==> src/rtl/mul_dot_seq.sv <==
// Operand FIFO, multiplier job sequencer and dot-product accumulator
// sitting in front of an 8x8 start/ready sequential multiplier.
module mul_dot_seq #(
    parameter int ACC_W = 20,
    parameter int DEPTH = 4,
    parameter int GUARD = 10
) (
    input  logic             clk,
    input  logic             rst,
    input  logic             in_valid,
    output logic             in_ready,
    input  logic [7:0]       in_a,
    input  logic [7:0]       in_b,
    input  logic             in_last,
    output logic             mul_start,
    output logic [7:0]       mul_a,
    output logic [7:0]       mul_b,
    input  logic             mul_ready,
    input  logic [15:0]      mul_m,
    output logic             out_valid,
    input  logic             out_ready,
    output logic [ACC_W-1:0] out_sum,
    output logic [7:0]       out_count,
    output logic             out_ovf
);

    localparam int PW = $clog2(DEPTH);
    localparam int GW = $clog2(GUARD + 2);
    localparam logic [PW:0] FULL = (PW + 1)'(DEPTH);

    typedef enum logic [1:0] {
        S_IDLE,
        S_WAIT,
        S_OUT
    } state_t;

    state_t state_q, state_d;

    logic [16:0]      mem_q [DEPTH];
    logic [PW-1:0]    wr_ptr_q, wr_ptr_d;
    logic [PW-1:0]    rd_ptr_q, rd_ptr_d;
    logic [PW:0]      occ_q, occ_d;
    logic [GW-1:0]    guard_q, guard_d;
    logic             push, pop;
    logic [16:0]      head;

    logic             mul_start_q, mul_start_d;
    logic [7:0]       mul_a_q, mul_a_d;
    logic [7:0]       mul_b_q, mul_b_d;
    logic             last_q, last_d;
    logic [ACC_W-1:0] acc_q, acc_d;
    logic [7:0]       cnt_q, cnt_d;
    logic             ovf_q, ovf_d;
    logic             out_valid_q, out_valid_d;
    logic [ACC_W:0]   sum;

    // in_ready is forced low while reset is asserted
    assign in_ready = !rst && (occ_q != FULL);
    assign push     = in_valid && in_ready;
    assign head     = mem_q[rd_ptr_q];
    assign sum      = {1'b0, acc_q} + {{(ACC_W - 15){1'b0}}, mul_m};

    assign mul_start = mul_start_q;
    assign mul_a     = mul_a_q;
    assign mul_b     = mul_b_q;
    assign out_valid = out_valid_q;
    assign out_sum   = acc_q;
    assign out_count = cnt_q;
    assign out_ovf   = ovf_q;

    always_comb begin
        wr_ptr_d = push ? wr_ptr_q + 1'b1 : wr_ptr_q;
        rd_ptr_d = pop ? rd_ptr_q + 1'b1 : rd_ptr_q;
        occ_d    = occ_q;
        if (push && !pop) begin
            occ_d = occ_q + 1'b1;
        end else if (pop && !push) begin
            occ_d = occ_q - 1'b1;
        end
        guard_d = (guard_q != '0) ? guard_q - 1'b1 : guard_q;
    end

    always_comb begin
        state_d     = state_q;
        pop         = 1'b0;
        mul_start_d = 1'b0;
        mul_a_d     = mul_a_q;
        mul_b_d     = mul_b_q;
        last_d      = last_q;
        acc_d       = acc_q;
        cnt_d       = cnt_q;
        ovf_d       = ovf_q;
        out_valid_d = out_valid_q;
        unique case (state_q)
            S_IDLE: begin
                if (occ_q != '0 && guard_q == '0) begin
                    pop                       = 1'b1;
                    {last_d, mul_a_d, mul_b_d} = head;
                    mul_start_d               = 1'b1;
                    state_d                   = S_WAIT;
                end
            end
            S_WAIT: begin
                if (mul_ready) begin
                    acc_d = sum[ACC_W-1:0];
                    ovf_d = ovf_q | sum[ACC_W];
                    cnt_d = (cnt_q == 8'hFF) ? cnt_q : cnt_q + 8'd1;
                    if (last_q) begin
                        state_d     = S_OUT;
                        out_valid_d = 1'b1;
                    end else begin
                        state_d = S_IDLE;
                    end
                end
            end
            S_OUT: begin
                if (out_ready) begin
                    acc_d       = '0;
                    cnt_d       = '0;
                    ovf_d       = 1'b0;
                    out_valid_d = 1'b0;
                    state_d     = S_IDLE;
                end
            end
            default: begin
                state_d = S_IDLE;
            end
        endcase
    end

    always_ff @(posedge clk) begin
        if (rst) begin
            state_q     <= S_IDLE;
            wr_ptr_q    <= '0;
            rd_ptr_q    <= '0;
            occ_q       <= '0;
            guard_q     <= GW'(GUARD);
            mul_start_q <= 1'b0;
            mul_a_q     <= '0;
            mul_b_q     <= '0;
            last_q      <= 1'b0;
            acc_q       <= '0;
            cnt_q       <= '0;
            ovf_q       <= 1'b0;
            out_valid_q <= 1'b0;
        end else begin
            state_q     <= state_d;
            wr_ptr_q    <= wr_ptr_d;
            rd_ptr_q    <= rd_ptr_d;
            occ_q       <= occ_d;
            guard_q     <= guard_d;
            mul_start_q <= mul_start_d;
            mul_a_q     <= mul_a_d;
            mul_b_q     <= mul_b_d;
            last_q      <= last_d;
            acc_q       <= acc_d;
            cnt_q       <= cnt_d;
            ovf_q       <= ovf_d;
            out_valid_q <= out_valid_d;
        end
    end

    // storage needs no reset; push is already blocked during reset
    always_ff @(posedge clk) begin
        if (push) begin
            mem_q[wr_ptr_q] <= {in_last, in_a, in_b};
        end
    end

endmodule

==> config.mk <==
export PLATFORM = sky130hd
export DESIGN_NAME = mul_dot_seq
export DESIGN_NICKNAME = d
export VERILOG_FILES = /design/src/rtl/mul_dot_seq.sv
export SDC_FILE = /design/constraint.sdc
export NUM_CORES = 1
export LEC_CHECK = 0
export ABC_AREA = 0
export ABC_CLOCK_PERIOD_IN_PS = 3000
export CAP_MARGIN = 20
export CORE_MARGIN = 2
export CORE_UTILIZATION = 54
export DETAILED_ROUTE_END_ITERATION = 10
export GPL_TIMING_DRIVEN = 1
export HOLD_SLACK_MARGIN = 0.02
export PLACE_DENSITY = 0.8
export SLEW_MARGIN = 5
export SYNTH_ARGS = -nofsm -noshare
export SYNTH_HDL_FRONTEND = slang
export SYNTH_SLANG_ARGS = --single-unit
==> constraint.sdc <==
create_clock -name clk -period 3 [get_ports clk]
set_input_delay 0.6 -clock clk [delete_from_list [all_inputs] [get_ports clk]]
set_output_delay 0.6 -clock clk [all_outputs]
set_load 0.02 [all_outputs]
closeup.png
Region (33, 54) to (73, 94) um. Cells in gray, sequential cells in the stronger gray; small squares are vias.
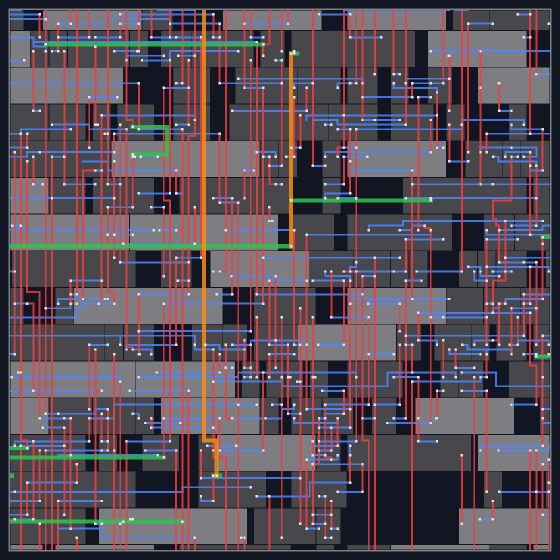
layer	color
M2	red
M3	green
M4	orange
M1	blue
sequential cells in the window	22
netlist names of flops here include	mem_q (7), guard_q (4), occ_q (2)
cells with their middle in the window	117
most frequent	dfxtp_1 (15), nor2_1 (14)

gates.png
Drawn at 4 px/um.
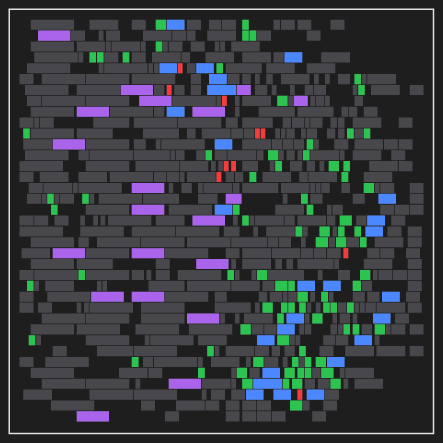
family	color	cells
mux cells	purple	20
fa/ha/maj cells	blue	26
aoi and oai cells	green	83
inv cells	red	10

==> out/summary.txt <==
status - finished, final reports clean
leakage - 2.555 nW
GR Overflow Total - 0
power density over the cells - 569.4 mW/mm^2
Fmax - 362.8 MHz
max_slew headroom - 0.3797
antenna violations before repair - 0
critical path's most frequent cell - inv_1
largest net degree at the start of global routing - 44
clock skew after layout - 12.72 ps
most numerous logic cell after layout - clkdlybuf4s50_1
vias in the first global route - 4026
period utilization - 0.9188
pre-CTS setup slack - 89.78 ps
Crit Path Max Fanout - 19
vias per cell - 5.549
total die size - 0.01117 mm^2
Top cells excl fill/tap - clkdlybuf4s50_1, edfxtp_1, dfxtp_1
top_reg_cell synth - edfxtp_1
Min-Delay Path Class - flip-flop to flip-flop
post-layout min period - 2756 ps
Synth cell types - 52
clk slew on worst S/H paths - 60 ps
crit path from - guard_q[0]
number of cells on the critical path - 12
Startpoint Class - flip-flop
Sequential Area - 0.003263 mm^2
WHS - 457.9 ps
reg-to-reg setup timing slack - 240 ps
Top delay family on crit path - adder cells
WL final - 12020 um
Crit. End Element - flip-flop
pins over their slew limit - 0
RSZ-0062 raised after global routing - false
post-detail-place hpwl - 8017 um
gpl congestion - 0.9376
Crit Path Class - flip-flop to flip-flop
Post-synth EDFFs - 68
cts repair resizes - 0
congestion_map.png
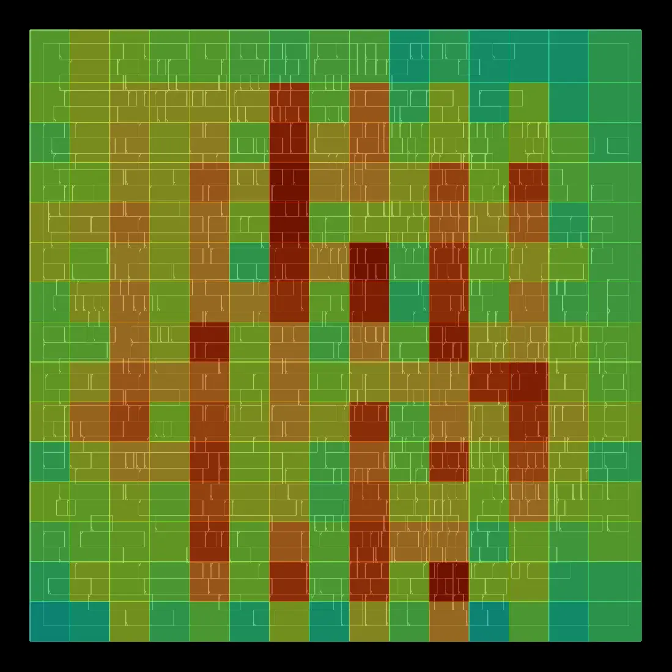
GRT met3 Usage: 0.06555
final core utilization: 0.7022
met1 GRT Util: 0.2768
GR peak layer: met2

[sequential cells by signal, summed over array words and instances (netlist names)]
signal     count
wr_ptr_q       2
mem_q         68
occ_q          3
mul_start      1
out_sum       20
rd_ptr_q       2
guard_q        4
out_count      8
last_q         1
out_valid      1
out_ovf        1
state_q        2
mul_a          8
mul_b          8
[cell type report]
class | count | area share
Tap cell | 136 | 0.02379
Clock inverter | 14 | 0.01697
Inverter | 10 | 0.005248
Timing Repair Buffer | 96 | 0.1298
Multi-Input combinational cell | 311 | 0.3095
Sequential cell | 129 | 0.4563
Clock buffer | 18 | 0.05843
[worst min-delay path by stage]
stage	start	to	slack [ps]	depth (start not counted)
2_1_floorplan	last_q	last_q	450	2
3_3_place_gp	mul_a[0]	mul_a[0]	440	2
3_5_place_dp	mul_b[2]	mul_b[2]	450	2
4_1_cts	mul_a[7]	mul_a[7]	460	2
5_1_grt	mul_b[2]	mul_b[2]	470	2
6_report	mul_b[2]	mul_b[2]	460	2
[per-layer routing]
metal / global-route usage / share of wire
met1: 0.2768 / 0.42
met2: 0.3903 / 0.51
met3: 0.06555 / 0.059
met4: 0.07801 / 0.011
met5: 0 / 0
[kinds of logic after synthesis]
| logic type | after synthesis | share of synthesized area |
|---|---|---|
| buffers and inverters | 29 | 0.02062 |
| flip-flops | 129 | 0.5845 |
| AND-OR/OR-AND | 97 | 0.1089 |
| adder cells (fa/ha/maj) | 26 | 0.06096 |
| AND/OR/NAND/NOR | 148 | 0.1195 |
| multiplexers | 20 | 0.07418 |
| XOR/XNOR | 20 | 0.03138 |
[synth_stat cells, types with 3 or more instances]
master    instances  area [um^2]
nand2_1          57        214.0
nand3_1           8        40.04
xor2_1           12        105.1
a21oi_1          38        190.2
a211oi_1          5        37.54
clkbuf_1         13        48.80
a22oi_1           8        60.06
or3_1             8        50.05
mux4_2           17        382.9
and3_1            4        25.02
nor2_1           45        168.9
o31ai_1           4        30.03
dfxtp_1          61         1221
inv_1             9        33.78
ha_1             24        300.3
a22o_1            3        26.28
buf_2             4        20.02
a21o_1            5        37.54
o21ai_0          17        85.08
edfxtp_1         68         2042
nor3_1            5        25.02
xnor2_1           8        70.07
nand2b_1          4        25.02
nand4_1           6        37.54
[worst reg2reg max path: cells and delay by family (launching register included)]
kind / cells / cell delay (ps)
fa+ha+maj: 3 / 850
xor+xnor: 1 / 160
buf+inv: 4 / 550
simple gates: 3 / 600
compound gates: 1 / 150
flops: 1 / 360
[where the power goes]
part           switching (mW)  total [mW]  internal (mW)
Clock                   0.817        1.86           1.04
Combinational           0.145       0.278          0.133
Sequential             0.0257        1.94           1.91
[per-stage QoR]
step                std cells  power (mW)  instance area [um^2]
floorplan                 469       2.126                  5583
global placement          682       2.231                  6613
detailed placement        682       2.247                  6613
CTS                       714       4.099                  7152
global route              714       4.217                  7152
finish                    714       4.072                  7152
No activity file was given, so power comes from the tool's default toggle rates.
